**Close-up of the layout**

Window x 20 to 60, y 20 to 60 microns. Cells in gray, sequential cells in the stronger gray; small squares are vias.
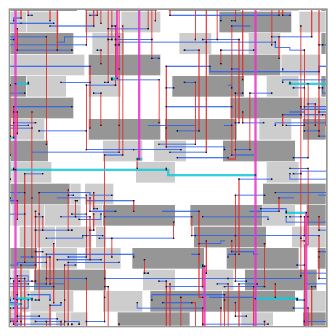
**Metal 3**

Cells faint in the background.
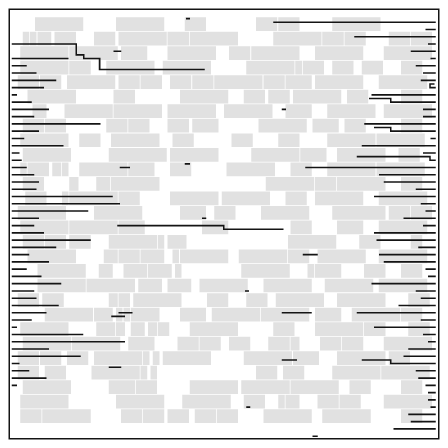
**Clock network drawn from the DEF**

The bar under the picture is 20 microns long.
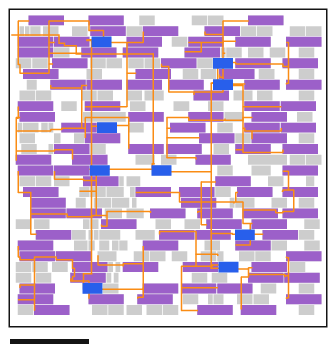
**The clock network**

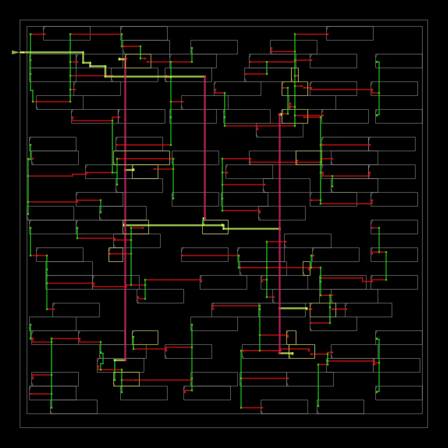
--- config.mk ---
export PLATFORM = sky130hd
export DESIGN_NAME = axi4_lite_master_read_flat
export DESIGN_NICKNAME = d
export VERILOG_FILES = /design/src/rtl/axi4_lite_pkg.sv /design/src/rtl/axi4_lite_master_read_if.sv /design/src/rtl/axi4_lite_master_read.sv /design/src/flat_wrapper.sv
export SDC_FILE = /design/constraint.sdc
export NUM_CORES = 1
export LEC_CHECK = 0
export CAP_MARGIN = 5
export CORE_UTILIZATION = 65
export DETAILED_ROUTE_END_ITERATION = 8
export DONT_BUFFER_PORTS = 1
export GPL_TIMING_DRIVEN = 0
export PLACE_DENSITY_LB_ADDON = 0.1
export SETUP_SLACK_MARGIN = 0.3
export SYNTH_ARGS = -nofsm -noshare
export SYNTH_HDL_FRONTEND = slang
export SYNTH_SLANG_ARGS = --single-unit
export TNS_END_PERCENT = 20
--- constraint.sdc ---
create_clock -name clk_i -period 5.7 [get_ports clk_i]
set_clock_uncertainty 0.1 [all_clocks]
set_input_delay 0.855 -clock clk_i [delete_from_list [all_inputs] [get_ports clk_i]]
set_output_delay 0.855 -clock clk_i [all_outputs]
set_load 0.1 [all_outputs]
--- src/rtl/axi4_lite_pkg.sv ---
// Shared AXI4-Lite definitions: FSM state encoding, response codes, default
// protection attribute. Reused by the master and slave read/write blocks.
package axi4_lite_pkg;

    typedef enum logic [1:0] {
        ST_IDLE = 2'd0,
        ST_ADDR = 2'd1,
        ST_DATA = 2'd2,
        ST_DONE = 2'd3
    } axi_lite_state_e;

    localparam logic [1:0] RESP_OKAY   = 2'b00;
    localparam logic [1:0] RESP_EXOKAY = 2'b01;
    localparam logic [1:0] RESP_SLVERR = 2'b10;
    localparam logic [1:0] RESP_DECERR = 2'b11;

    localparam logic [2:0] PROT_DEFAULT = 3'b000;

    // AXI4-Lite has no exclusive access, so EXOKAY is treated as a fault too.
    function automatic logic resp_is_fault(input logic [1:0] resp);
        logic fault;
        case (resp)
            RESP_OKAY:                              fault = 1'b0;
            RESP_EXOKAY, RESP_SLVERR, RESP_DECERR:  fault = 1'b1;
            default:                                fault = 1'b1;
        endcase
        return fault;
    endfunction

endpackage

--- src/rtl/axi4_lite_master_read_if.sv ---
// AXI4-Lite read address/data channels with master and slave views.
interface axi4_lite_master_read_if #(
    parameter int AXI_ADDR_WIDTH = 64,
    parameter int AXI_DATA_WIDTH = 32
);
    logic                      AR_VALID;
    logic [AXI_ADDR_WIDTH-1:0] AR_ADDR;
    logic [2:0]                AR_PROT;
    logic                      AR_READY;

    logic                      R_READY;
    logic [AXI_DATA_WIDTH-1:0] R_DATA;
    logic [1:0]                R_RESP;
    logic                      R_VALID;

    modport master (
        output AR_VALID, AR_ADDR, AR_PROT,
        input  AR_READY,
        output R_READY,
        input  R_DATA, R_RESP, R_VALID
    );

    modport slave (
        input  AR_VALID, AR_ADDR, AR_PROT,
        output AR_READY,
        input  R_READY,
        output R_DATA, R_RESP, R_VALID
    );
endinterface

--- src/rtl/axi4_lite_master_read.sv ---
// Single-outstanding AXI4-Lite read master: IDLE -> ADDR -> DATA -> DONE.
// Define AXI4_LITE_MASTER_READ_TIMEOUT_EN to bound the wait in ADDR/DATA.
module axi4_lite_master_read
    import axi4_lite_pkg::*;
#(
    parameter int AXI_ADDR_WIDTH = 64,
    parameter int AXI_DATA_WIDTH = 32,
    parameter int TIMEOUT_CYCLES = 256
) (
    input  logic                      clk_i,
    input  logic                      arst_i,
    input  logic                      read_start_i,
    input  logic [AXI_ADDR_WIDTH-1:0] addr_i,
    output logic [AXI_DATA_WIDTH-1:0] data_o,
    output logic                      read_done_o,
    output logic                      access_fault_o,
    output logic                      busy_o,
    axi4_lite_master_read_if.master   axi
);

    axi_lite_state_e           r_state;
    logic                      r_ar_valid;
    logic [AXI_ADDR_WIDTH-1:0] r_ar_addr;
    logic                      r_r_ready;
    logic [AXI_DATA_WIDTH-1:0] r_data;
    logic                      r_done;
    logic                      r_fault;

    logic w_ar_hs;
    logic w_r_hs;
    logic w_tmo;

    assign w_ar_hs = r_ar_valid & axi.AR_READY;
    assign w_r_hs  = r_r_ready  & axi.R_VALID;

`ifdef AXI4_LITE_MASTER_READ_TIMEOUT_EN
    localparam int CNT_W = (TIMEOUT_CYCLES > 2) ? $clog2(TIMEOUT_CYCLES) : 1;

    logic [CNT_W-1:0] r_tmo_cnt;

    // Restart on entry to ADDR (from IDLE) and on entry to DATA (AR handshake).
    always_ff @(posedge clk_i or posedge arst_i) begin
        if (arst_i) begin
            r_tmo_cnt <= '0;
        end else if (r_state == ST_IDLE || (r_state == ST_ADDR && w_ar_hs)) begin
            r_tmo_cnt <= '0;
        end else if (r_state == ST_ADDR || r_state == ST_DATA) begin
            r_tmo_cnt <= r_tmo_cnt + 1'b1;
        end
    end

    assign w_tmo = (r_tmo_cnt == CNT_W'(TIMEOUT_CYCLES - 1));
`else
    assign w_tmo = 1'b0;
`endif

    always_ff @(posedge clk_i or posedge arst_i) begin
        if (arst_i) begin
            r_state    <= ST_IDLE;
            r_ar_valid <= 1'b0;
            r_ar_addr  <= '0;
            r_r_ready  <= 1'b0;
            r_data     <= '0;
            r_done     <= 1'b0;
            r_fault    <= 1'b0;
        end else begin
            r_done <= 1'b0;
            case (r_state)
                ST_IDLE: begin
                    if (read_start_i) begin
                        r_ar_addr  <= addr_i;
                        r_ar_valid <= 1'b1;
                        r_state    <= ST_ADDR;
                    end
                end
                ST_ADDR: begin
                    if (w_ar_hs) begin
                        r_ar_valid <= 1'b0;
                        r_r_ready  <= 1'b1;
                        r_state    <= ST_DATA;
                    end else if (w_tmo) begin
                        r_ar_valid <= 1'b0;
                        r_data     <= '0;
                        r_fault    <= 1'b1;
                        r_done     <= 1'b1;
                        r_state    <= ST_DONE;
                    end
                end
                ST_DATA: begin
                    if (w_r_hs) begin
                        r_data    <= axi.R_DATA;
                        r_fault   <= resp_is_fault(axi.R_RESP);
                        r_r_ready <= 1'b0;
                        r_done    <= 1'b1;
                        r_state   <= ST_DONE;
                    end else if (w_tmo) begin
                        r_r_ready <= 1'b0;
                        r_data    <= '0;
                        r_fault   <= 1'b1;
                        r_done    <= 1'b1;
                        r_state   <= ST_DONE;
                    end
                end
                ST_DONE: begin
                    r_state <= ST_IDLE;
                end
                default: begin
                    r_state <= ST_IDLE;
                end
            endcase
        end
    end

    assign axi.AR_VALID   = r_ar_valid;
    assign axi.AR_ADDR    = r_ar_addr;
    assign axi.AR_PROT    = PROT_DEFAULT;
    assign axi.R_READY    = r_r_ready;

    assign data_o         = r_data;
    assign read_done_o    = r_done;
    assign access_fault_o = r_fault;
    assign busy_o         = (r_state != ST_IDLE);

endmodule

--- src/flat_wrapper.sv ---
// flat-port wrapper written by rule: the top's interface ports become plain ports
module axi4_lite_master_read_flat import axi4_lite_pkg::*;
#(
    parameter int AXI_ADDR_WIDTH = 64,
    parameter int AXI_DATA_WIDTH = 32,
    parameter int TIMEOUT_CYCLES = 256
)
  (clk_i, arst_i, read_start_i, addr_i, data_o, read_done_o, access_fault_o, busy_o, axi_AR_VALID, axi_AR_ADDR, axi_AR_PROT, axi_AR_READY, axi_R_READY, axi_R_DATA, axi_R_RESP, axi_R_VALID);
  axi4_lite_master_read_if #(.AXI_ADDR_WIDTH(AXI_ADDR_WIDTH), .AXI_DATA_WIDTH(AXI_DATA_WIDTH)) axi_i ();
  input  logic clk_i;
  input  logic arst_i;
  input  logic read_start_i;
  input  logic [AXI_ADDR_WIDTH-1:0] addr_i;
  output logic [AXI_DATA_WIDTH-1:0] data_o;
  output logic read_done_o;
  output logic access_fault_o;
  output logic busy_o;
  output wire logic [$bits(axi_i.AR_VALID)-1:0] axi_AR_VALID;
  output wire logic [$bits(axi_i.AR_ADDR)-1:0] axi_AR_ADDR;
  output wire logic [$bits(axi_i.AR_PROT)-1:0] axi_AR_PROT;
  input wire logic [$bits(axi_i.AR_READY)-1:0] axi_AR_READY;
  output wire logic [$bits(axi_i.R_READY)-1:0] axi_R_READY;
  input wire logic [$bits(axi_i.R_DATA)-1:0] axi_R_DATA;
  input wire logic [$bits(axi_i.R_RESP)-1:0] axi_R_RESP;
  input wire logic [$bits(axi_i.R_VALID)-1:0] axi_R_VALID;
  assign axi_AR_VALID = axi_i.AR_VALID;
  assign axi_AR_ADDR = axi_i.AR_ADDR;
  assign axi_AR_PROT = axi_i.AR_PROT;
  assign axi_i.AR_READY = axi_AR_READY;
  assign axi_R_READY = axi_i.R_READY;
  assign axi_i.R_DATA = axi_R_DATA;
  assign axi_i.R_RESP = axi_R_RESP;
  assign axi_i.R_VALID = axi_R_VALID;
  axi4_lite_master_read #(.AXI_ADDR_WIDTH(AXI_ADDR_WIDTH), .AXI_DATA_WIDTH(AXI_DATA_WIDTH), .TIMEOUT_CYCLES(TIMEOUT_CYCLES)) u_core (.clk_i(clk_i), .arst_i(arst_i), .read_start_i(read_start_i), .addr_i(addr_i), .data_o(data_o), .read_done_o(read_done_o), .access_fault_o(access_fault_o), .busy_o(busy_o), .axi(axi_i));
endmodule
==> flow_metrics.py <==
# Generated from Yosys and OpenROAD reports
metrics = {
    "global_routing": {
        "grt_pass1_vias": 2061,
        "met2_usage_pct": 38.0,
        "grt_busiest_layer": "met2",
        "grt_pass1_wl_microns": 10800,
        "globalRoute.totalOverflow": 0,
        "gr-usage-met3_pct": 8.98,
        "grt_antenna_before_repair": 0,
        "grtUsageTotal_pct": 23.5,
        "largest_net_degree_at_the_start_of_global_routing": 53,
        "grt_util_met1_pct": 26.7,
    },
    "floorplanning": {
        "placeableCoreArea_sq_um": 5920,
        "die_y_microns": 80.2,
        "dieArea_sq_um": 6420,
        "die-width_microns": 80.2,
        "rows": 28,
    },
    "worst_setup_path": {
        "crit_type": "reg -> out",
        "worst_setup_path_startpoint": "u_core.r_state[0]",
        "timing.reg2reg.setup_slack_ns": 3.48,
        "worst-endpoint-arrival_ns": 1.72,
        "worst_path_max_delay_cell": "inv_1",
        "timing.critical_path.max_delay_family": "buffers and inverters",
        "path_max_fanout": 5,
        "worst_r2r_endpoint": "u_core.r_state[1]",
        "path_depth": 3,
        "critical_path.n_buffers_inverters": 2,
        "critPathLaunchType": "flop",
        "reg2reg_depth": 3,
        "worstPathCellList": "inv_1 -> ha_1 -> inv_1",
        "timing.critical_path.slowest_cell_delay_ns": 0.64,
    },
    "power": {
        "p_leak_nw": 2.32,
        "ir_worst_vdd_v": 0.000210,
    },
    "place": {
        "gp_congestion": 0.713,
        "port_buffers": 0,
        "postPlaceCellArea_sq_um": 4100,
        "dpl.hpwl_microns": 5520,
    },
    "logic_synthesis": {
        "top_cell": "dfrtp_1",
        "synthesis.area_per_instance_sq_um": 16.5,
        "synth_async_sr_flop_share_pct": 100,
        "ys_sh_adder_pct": 1.58,
        "synth.cell_area_sq_um": 3970,
        "yosysSeqAreaShare_pct": 64.3,
        "synth_top_area_share_pct": 64.3,
        "ys_sh_aoi_pct": 1.32,
        "cells_in_synth_stat_txt": 241,
        "edf_count": 0,
        "synth.logic.top_family": "multiplexers",
        "ys_types": 19,
        "mux_share_pct": 27.8,
        "post-synth-top-area-cell": "dfrtp_1",
    },
    "final_timing": {
        "worst_slew_pin_slew_ns": 0.983,
        "setup_viol": 0,
        "rsz0062_at_grt": "no",
        "finalHoldViolCount": 0,
        "maxSlewViolCount": 0,
        "worst_slew_margin_rel_pct": 34.4,
        "totalNegativeSetupSlack_ns": 0,
        "period_needed_ns": 2.68,
        "achievable-frequency_mhz": 373,
        "min_period_over_period_pct": 47.0,
    },
    "clocking": {
        "clkSlewWorstSetupHoldPaths_ns": 0.09,
        "count_of_buffers_added_by_post_cts_timing_repair_for_setup": 0,
        "cts_root_buf": "clkbuf_8",
        "cts-resized-gates": 0,
        "cts.hold.buffers_added": 0,
    },
    "final_layout": {
        "final_core_utilization_pct": 72.7,
        "fillers": 402,
        "mostFrequentLayoutCells": "102 x dfrtp_1, 97 x mux2_2, 17 x clkbuf_8",
        "area.sequential_sq_um": 2550,
        "n_antenna_cell": 0,
        "nets": 363,
        "area.growth.synth_to_final_pct": 8.38,
        "layout-drive-gt1-share_pct": 49.6,
        "largest_reg_flops": 64,
        "layout_top_cell": "dfrtp_1",
    },
    "route": {
        "routed-via-count": 1966,
        "highest_layer": "met4",
        "met2RoutedLength_microns": 3770,
        "wl_final_microns": 7430,
        "first_iter_violations": 78,
        "drt-vias-per-instance": 5.87,
        "firstDrtPassIters": 4,
        "detail-route-antenna-nets": 0,
        "routed_wire_length_per_instance_microns": 22.2,
    },
    "run_status": {
        "run_status": "finished, final reports clean",
    },
    "run": {
        "log.warning_count": 30,
        "timing.max_cap.violations": 0,
    },
    "hold_path": {
        "holdCritPathClass": "in -> async",
    },
}
## Picture notes: 'close-up of the layout'
Red marks M2. Magenta marks M4. Cyan marks M3. Blue marks M1.
Most frequent: dfrtp_1 (23), mux2_2 (18), clkbuf_8 (10). Sequential cells in the window: 23. Netlist names of flops here include `u_core.axi.AR_ADDR` (17), `u_core.data_o` (4), `u_core.r_state` (2). 70 logic cells have their middle in the window.

## Picture notes: 'metal 3'
The layer holds 10% of the routed length. 109 nets have wire on it. The layer carries 774 microns of wire. The wires run mostly horizontal. The longest straight run is 30.1 microns.

## Picture notes: 'clock network drawn from the DEF'
Orange marks clock wires, length 1050 microns. Purple marks flip-flops, count 102. Blue marks clock-net drivers, count 9.
There are 10 routed clock nets.

## Picture notes: 'the clock network'
worst-skew pair later-pin latency: 0.35 ns
sequential cells: 102
TritonCTS Buffers: 9
Num Clock Sinks: 102
clk pwr: 0.454 mW

==> stage by stage <==
step                power, mW  std cells  setup WS, ns  hold WS (ns)
floorplan               0.760        243          2.07         0.434
global placement        0.763        318          1.15         0.449
detailed placement      0.766        319          3.40         0.457
CTS                      1.22        335          3.00         0.370
global route             1.24        335          2.92         0.396
finish                   1.20        335          3.02         0.363
==> final cells by class <==
cell class	count	area share [%]
Sequential cell	102	59.3
Multi-Input combinational cell	123	29.7
Clock buffer	13	3.69
Buffer	12	2.91
Tap cell	75	2.18
Clock inverter	3	0.989
Timing Repair Buffer	1	0.640
Inverter	6	0.582
==> power by group <==
| part | internal (mW) | switching [mW] | leakage [nW] |
|---|---|---|---|
| clock | 0.227 | 0.227 | 0.0996 |
| combinational | 0.00477 | 0.0233 | 0.802 |
| sequential | 0.723 | 0 | 1.42 |
Power and IR drop assume default switching activity.
